--- config.mk ---
export PLATFORM = sky130hd
export DESIGN_NAME = ahb_apb_bridge
export DESIGN_NICKNAME = d
export VERILOG_FILES = /design/src/rtl/ahb_apb_bridge.sv
export SDC_FILE = /design/constraint.sdc
export NUM_CORES = 1
export LEC_CHECK = 0
export CELL_PAD_IN_SITES_DETAIL_PLACEMENT = 0
export CELL_PAD_IN_SITES_GLOBAL_PLACEMENT = 1
export CORE_AREA = 2 2 112 136
export CTS_CLUSTER_DIAMETER = 80
export DETAILED_ROUTE_END_ITERATION = 8
export DIE_AREA = 0 0 114 138
export GPL_ROUTABILITY_DRIVEN = 1
export GPL_TIMING_DRIVEN = 0
export PLACE_DENSITY_LB_ADDON = 0.1
export SYNTH_ARGS = -nofsm -noshare
export SYNTH_HDL_FRONTEND = slang
export SYNTH_SLANG_ARGS = --single-unit
--- constraint.sdc ---
create_clock -name HCLK -period 2.2 [get_ports HCLK]
set_clock_uncertainty 0.2 [all_clocks]
set_input_delay 0.33 -clock HCLK [delete_from_list [all_inputs] [get_ports HCLK]]
set_output_delay 0.33 -clock HCLK [all_outputs]
set_load 0.005 [all_outputs]
--- src/rtl/ahb_apb_bridge.sv ---
// Single-transfer AHB-to-APB bridge: IDLE/SETUP/ACCESS/DONE/HOLD sequencer with a 4-slave decode.
// Optional APB_TIMEOUT_EN adds a 16-cycle ACCESS timeout that completes with Htimeout and all-ones read data.
module ahb_apb_bridge (
  input  logic        HCLK,
  input  logic        Hrst,
  input  logic        Hen,
  input  logic        Hwrite,
  input  logic [31:0] Haddr,
  input  logic [31:0] Hwdata,
  output logic        Hready,
  output logic [31:0] Hrdata,
  output logic        Htimeout,
  output logic [3:0]  PSEL,
  output logic        PENABLE,
  output logic [31:0] PADDR,
  output logic        PWRITE,
  output logic [31:0] PWDATA,
  input  logic [31:0] PRDATA,
  input  logic        PREADY
);

  typedef enum logic [2:0] {
    ST_IDLE   = 3'd0,
    ST_SETUP  = 3'd1,
    ST_ACCESS = 3'd2,
    ST_DONE   = 3'd3,
    ST_HOLD   = 3'd4
  } state_t;

  state_t r_state;

`ifdef APB_TIMEOUT_EN
  logic [3:0] r_tcnt;
  logic       r_tflag;
`endif

  function automatic logic is_mapped(input logic [31:0] addr);
    return (addr[31:14] == 18'd0);
  endfunction

  function automatic logic [3:0] sel_decode(input logic [31:0] addr);
    logic [3:0] sel;
    case (addr[13:12])
      2'd0:    sel = 4'b0001;
      2'd1:    sel = 4'b0010;
      2'd2:    sel = 4'b0100;
      2'd3:    sel = 4'b1000;
      default: sel = 4'b0000;
    endcase
    return sel;
  endfunction

  // Transfer sequencer; Hready/Htimeout are registered from DONE, so they trail the state by one cycle.
  always_ff @(posedge HCLK or negedge Hrst) begin
    if (!Hrst) begin
      r_state  <= ST_IDLE;
      Hready   <= 1'b0;
      Htimeout <= 1'b0;
      Hrdata   <= 32'd0;
      PSEL     <= 4'b0000;
      PENABLE  <= 1'b0;
      PADDR    <= 32'd0;
      PWRITE   <= 1'b0;
      PWDATA   <= 32'd0;
`ifdef APB_TIMEOUT_EN
      r_tcnt   <= 4'd0;
      r_tflag  <= 1'b0;
`endif
    end else begin
      Hready   <= 1'b0;
      Htimeout <= 1'b0;
      case (r_state)
        ST_IDLE: begin
          if (Hen) begin
            PADDR  <= Haddr;
            PWRITE <= Hwrite;
            PWDATA <= Hwdata;
`ifdef APB_TIMEOUT_EN
            r_tflag <= 1'b0;
`endif
            if (is_mapped(Haddr)) begin
              PSEL    <= sel_decode(Haddr);
              r_state <= ST_SETUP;
            end else begin
              Hrdata  <= 32'd0;
              r_state <= ST_DONE;
            end
          end else begin
            r_state <= ST_IDLE;
          end
        end
        ST_SETUP: begin
          PENABLE <= 1'b1;
`ifdef APB_TIMEOUT_EN
          r_tcnt  <= 4'd0;
`endif
          r_state <= ST_ACCESS;
        end
        ST_ACCESS: begin
          if (PREADY) begin
            if (!PWRITE) begin
              Hrdata <= PRDATA;
            end else begin
              Hrdata <= Hrdata;
            end
            PSEL    <= 4'b0000;
            PENABLE <= 1'b0;
            r_state <= ST_DONE;
`ifdef APB_TIMEOUT_EN
          end else if (r_tcnt == 4'd15) begin
            // 16th stalled ACCESS cycle: abandon the slave and report all-ones data
            Hrdata  <= 32'hFFFF_FFFF;
            r_tflag <= 1'b1;
            PSEL    <= 4'b0000;
            PENABLE <= 1'b0;
            r_state <= ST_DONE;
          end else begin
            r_tcnt  <= r_tcnt + 4'd1;
            r_state <= ST_ACCESS;
`else
          end else begin
            r_state <= ST_ACCESS;
`endif
          end
        end
        ST_DONE: begin
          Hready   <= 1'b1;
`ifdef APB_TIMEOUT_EN
          Htimeout <= r_tflag;
`else
          Htimeout <= 1'b0;
`endif
          r_state  <= ST_HOLD;
        end
        ST_HOLD: begin
          // wait for the master to drop Hen so a held request is not re-issued
          if (!Hen) begin
            r_state <= ST_IDLE;
          end else begin
            r_state <= ST_HOLD;
          end
        end
        default: begin
          PSEL    <= 4'b0000;
          PENABLE <= 1'b0;
          r_state <= ST_IDLE;
        end
      endcase
    end
  end

endmodule

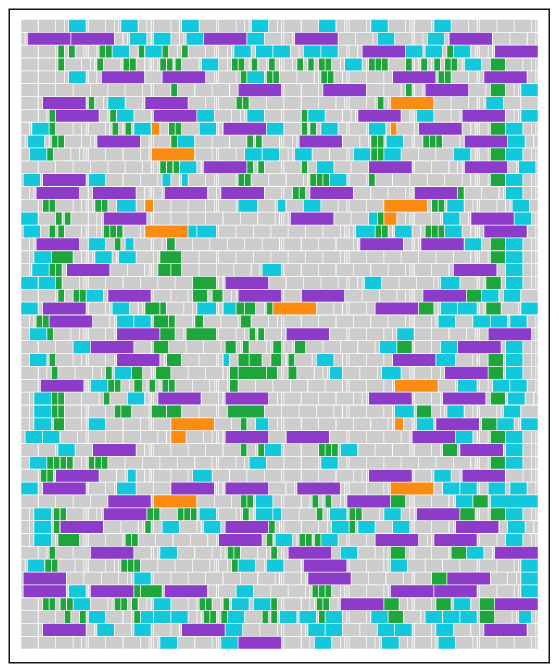
(run_1/cell_classes.png)
Fill, decap, tap and diode cells in grey.
[flip-flops] purple | cells: 106 | share of their area: 40%
[other buffers and delay cells] cyan | cells: 232 | share of their area: 35%
[clock drivers and dummy loads] orange | cells: 15 | share of their area: 3.9%
[all other logic] green | cells: 279 | share of their area: 21%
flop share of the area: 38.9%
final core utilization: 46.8%
fin area: 6820 um^2
Core Rows: 49
total core area: 14,600 um^2

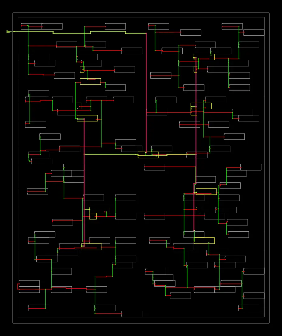
(run_1/final_clocks.png)
P_clk: 1.48 mW
clock buffers: 10
Late-Pin Clk Latency: 350 ps
total CTS buffers: 9
Sinks on Clock Net: 106

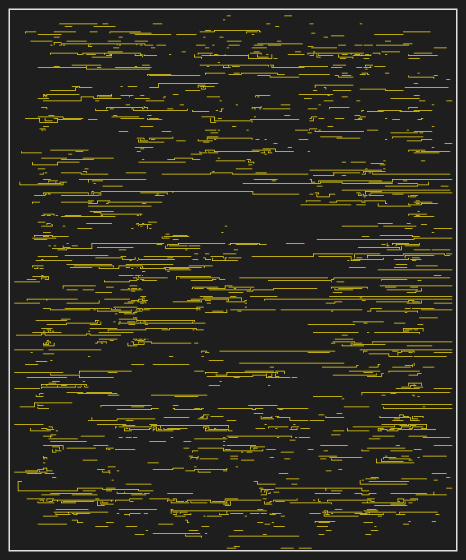
(run_1/met1.png)
main direction: horizontal
nets with wire on the layer: 645
share of all routed wire: 44%

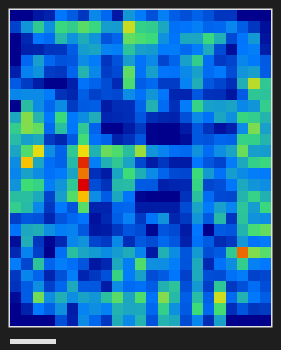
(run_1/wire_density.png)
Scale bar: 20 um. 23 x 28 tiles, from dark blue (low) to red (high), scaled to the fullest tile. Values are wire area over tile area, all layers added.
emptiest ninth of the die: middle
tiles over half the peak: 6.2%
nearly empty tiles: 5.6%
mean over tiles: 0.12
vias: 3,604
drt total wl: 12.3 mm
WL/cell: 15.1 um
GRT Resource Usage Total: 16.0%

==> results.sh, run 1 <==
# source this file to load flow results
export IMPL_cp_required_ps=2280
export IMPL_drt_iter0_drc=128
export IMPL_signal_buffers=232
export IMPL_min_period_ps=2030
export IMPL_hold_violations=0
export IMPL_cts_buffer_depth=2
export IMPL_met2WireLength_mm=6.04
export IMPL_hold_path_depth=2
export IMPL_grt_pass1_vias=3809
export IMPL_yosys_top_cells_area="dfrtp_1, nand2_1, a22o_1, buf_6, a32oi_1"
export IMPL_setup_ws_ps=175
export IMPL_netlist_instances=411
export IMPL_layout_cells_most_common="clkdlybuf4s50_1"
export IMPL_internal_power_mw=5.90
export IMPL_dr_pass1_iters=4
export IMPL_multi_input_comb_cells=275
export IMPL_postRouteAntennaNets=0
export IMPL_power_frac_comb_pct=45.4
export IMPL_outcome="finished, final reports clean"
export IMPL_grtUsageMet2_pct=26.9
export IMPL_overflow=0
export IMPL_die_w_um=114
export IMPL_drc=0
export IMPL_synth_edff_count=0
export IMPL_fp_nets=512
run 1: through the flow:
step,power [mW],utilization [%],hold slack (ps)
after floorplan,4.94,-,-166
after global placement,7.18,44.5,258
after detailed placement,7.25,44.7,261
after CTS,8.80,46.7,279
after global routing,9.34,46.8,295
final,8.64,46.8,273
run 1: Yosys cell counts, types with 2 or more instances:
cell type,instances
and2_1,2
nand2_1,199
and3_1,2
dfrtp_1,106
buf_2,7
o21ai_0,3
inv_1,4
nor2_1,4
a21oi_1,3
nor4_1,4
buf_6,14
a32oi_1,4
nand2b_1,4
buf_4,3
a22o_1,32
o41ai_1,4
run 1: sequential cells by signal, summed over array words and instances, names as in the netlist:
register / count
PWRITE: 1
PSEL: 4
PWDATA: 32
Hrdata: 32
r_state: 3
Hready: 1
PADDR: 32
PENABLE: 1
==> inputs of run 2 (changes only) <==
CTS_CLUSTER_SIZE = 14   (was unset)
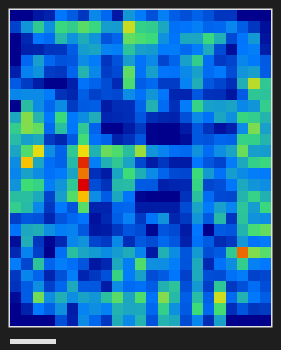
(run_2/wire_density.png)
Scale bar: 20 um. 23 x 28 tiles, from dark blue (low) to red (high), scaled to the fullest tile. Values are wire area over tile area, all layers added.

==> run 2 against run 1 <==
Net effect:
- final cell count stayed put
- via count did not move
- synthesized area did not move
- worst hold slack did not move
- largest cell class unchanged
- register-to-register slack about the same
- sequential power about the same
- core utilization unchanged
- clock power is essentially flat
- first-iteration DRC count stayed put
- largest power group unchanged
- non-clock buffer count unchanged
- maximum frequency unchanged
- critical path depth stayed put
==> results.sh, run 2 <==
# source this file to load flow results
export IMPL_outcome="finished, final reports clean"
export IMPL_cts_sinks=106
export IMPL_routed_wirelength_mm=12.3
export IMPL_overflow=0
export IMPL_synth_edff_count=0
export IMPL_internal_power_mw=5.90
export IMPL_netlist_instances=411
export IMPL_holdCritStartpoint="PWDATA[11]$_DFFE_PN0P_"
export IMPL_power_frac_comb_pct=45.4
export IMPL_hold_path_class="reg2reg"
export IMPL_use_met1_pct=20.0
export IMPL_cp_required_ps=2280
export IMPL_drt_iter0_drc=128
export IMPL_grtUsageMet2_pct=26.9
export IMPL_setup_ws_ps=175
export IMPL_yosys_top_cells_count="nand2_1, dfrtp_1, a22o_1"
export IMPL_cts_max_level=3
export IMPL_fp_nets=512
export IMPL_via_count=3604
export IMPL_core_area_um2=14600
export IMPL_grt_pass1_vias=3809
export IMPL_reg_largest_list="Hrdata x32, PADDR x32, PWDATA x32"
export IMPL_final_cell_area_um2=6820
export IMPL_hold_violations=0
export IMPL_wl_per_cell_um=15.1
export IMPL_clk_latency_ps=350
export IMPL_p_total_mw=8.64
export IMPL_layout_cells_most_common="clkdlybuf4s50_1"
export IMPL_top_cell="nand2_1"
export IMPL_fin_hold_ws_ps=273
export IMPL_met2WireLength_mm=6.04
export IMPL_io_pin_count=205
export IMPL_die_w_um=114
export IMPL_hold_path_depth=2
export IMPL_postRouteAntennaNets=0
export IMPL_cts_buffer_depth=2
export IMPL_numCtsBuffers=9
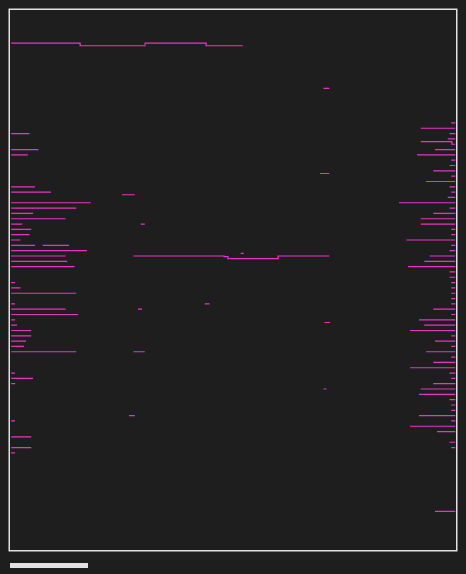
(run_2/met3.png)
Scale bar: 20 um.
nets with wire on the layer: 105
share of all routed wire: 5.4%
longest straight run: 23.0 um
main direction: horizontal
met3 usage: 3.29%

==> run 2: power by group through the flow <==
stage | sequential [mW] | combinational (mW) | clock, mW
detailed placement | 3.27 | 3.99 | 0
floorplan | 3.32 | 1.61 | 0
CTS | 3.25 | 4.01 | 1.55
global placement | 3.25 | 3.93 | 0
global route | 3.35 | 4.35 | 1.64
finish | 3.24 | 3.92 | 1.48
==> run 2: cell type report <==
| type | count | area, um^2 |
|---|---|---|
| Multi-Input combinational cell | 275 | 1370 |
| Fill cell | 1441 | 7770 |
| Sequential cell | 106 | 2650 |
| Buffer | 26 | 223 |
| Tap cell | 178 | 223 |
| Clock inverter | 5 | 31.3 |
| Inverter | 4 | 15.0 |
| Timing Repair Buffer | 206 | 2070 |
| Clock buffer | 10 | 229 |
==> inputs of run 3 (changes only) <==
GPL_ROUTABILITY_DRIVEN = unset   (was 1)
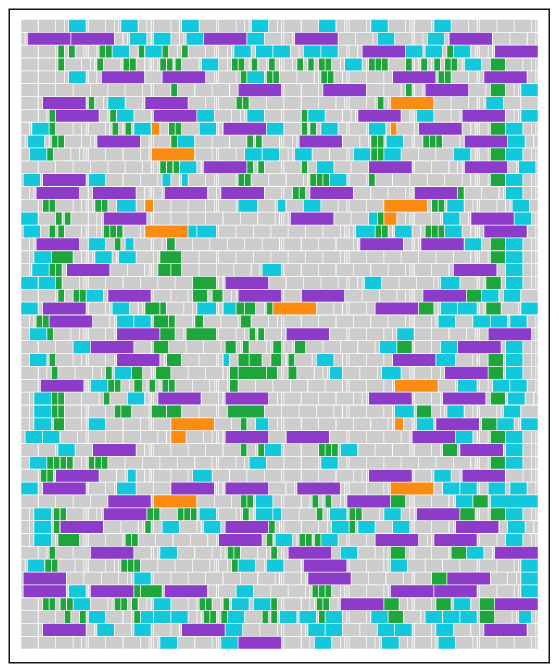
(run_3/cell_classes.png)
Fill, decap, tap and diode cells in grey.

==> run 3 against run 2 <==
Net effect:
- wire length is the same
- clock power is essentially flat
- worst hold slack is the same
- final cell count is the same
- first-iteration DRC count is the same
- combinational power is essentially flat
- synthesized area is the same
- worst setup slack is the same
- largest cell class unchanged
==> results.sh, run 3 <==
# source this file to load flow results
export IMPL_routed_wirelength_mm=12.3
export IMPL_yosys_top_cells_count="nand2_1, dfrtp_1, a22o_1"
export IMPL_mi_logic_area_um2=1370
export IMPL_clock_area_share_pct=3.82
export IMPL_flops=106
export IMPL_final_util_pct=46.8
export IMPL_rows=49
export IMPL_holdCritStartpoint="PWDATA[11]$_DFFE_PN0P_"
export IMPL_n_fill_cell=1441
export IMPL_seq_power_mw=3.24
export IMPL_power_frac_comb_pct=45.4
export IMPL_numCtsBuffers=9
export IMPL_top_power_group="combinational cells"
export IMPL_via_count=3604
export IMPL_largest_class="sequential cells"
export IMPL_hold_violations=0
export IMPL_outcome="finished, final reports clean"
export IMPL_flop_area_um2=2650
export IMPL_hold_path_class="reg2reg"
export IMPL_sh_comb_area_pct=20.1
export IMPL_fin_hold_ws_ps=273
export IMPL_p_total_mw=8.64
export IMPL_clk_latency_ps=350
export IMPL_final_cell_area_um2=6820
export IMPL_hold_path_depth=2
export IMPL_reg_largest_list="Hrdata x32, PADDR x32, PWDATA x32"
export IMPL_taps=178
export IMPL_clock_power_mw=1.48
export IMPL_io_pin_count=205
export IMPL_drt_iter0_drc=128
export IMPL_num_clock_buffers=10
export IMPL_netlist_instances=411
export IMPL_overflow=0
export IMPL_area_share_nonclk_buffers_pct=33.7
export IMPL_dr_pass1_iters=4
export IMPL_cts_max_level=3
export IMPL_multi_input_comb_cells=275
export IMPL_synth_edff_count=0
export IMPL_grt_usage_pct=16.0
export IMPL_powerComb_mw=3.92
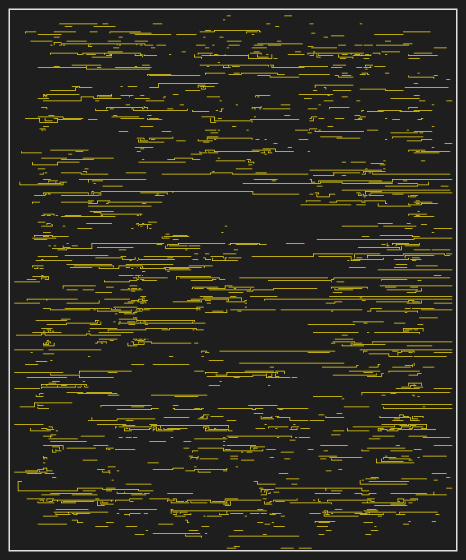
(run_3/met1.png)
longest straight run: 47.8 um
main direction: horizontal
nets with wire on the layer: 645
wire length on this layer: 5,350 um

==> run 3: cell counts after synthesis <==
No cell type changed its count.
==> run 3: cell families after synthesis <==
logic type	Yosys count	synth area share, %
buf+inv	30	5.60
compound gates	50	10.4
other cells	1	0.0883
simple gates	224	21.4
flops	106	62.5
==> run 3: repair_timing <==
action,CTS,global route
endpoints found under the setup margin,30,12
resized,3,0
pin swaps,0,1
hold endpoints to repair,61,0
setup buffers,0,1
hold buffers,1,0
==> run 3: layer usage <==
layer  vias up  track usage, %  share of wire, %
li1       1773               -                 -
met1      1702            20.0                44
met2       116            26.9                49
met3        13            3.29               5.4
met4         0            6.23               1.7
met5         -               0                 0
No activity file was given, so power comes from the tool's default toggle rates.
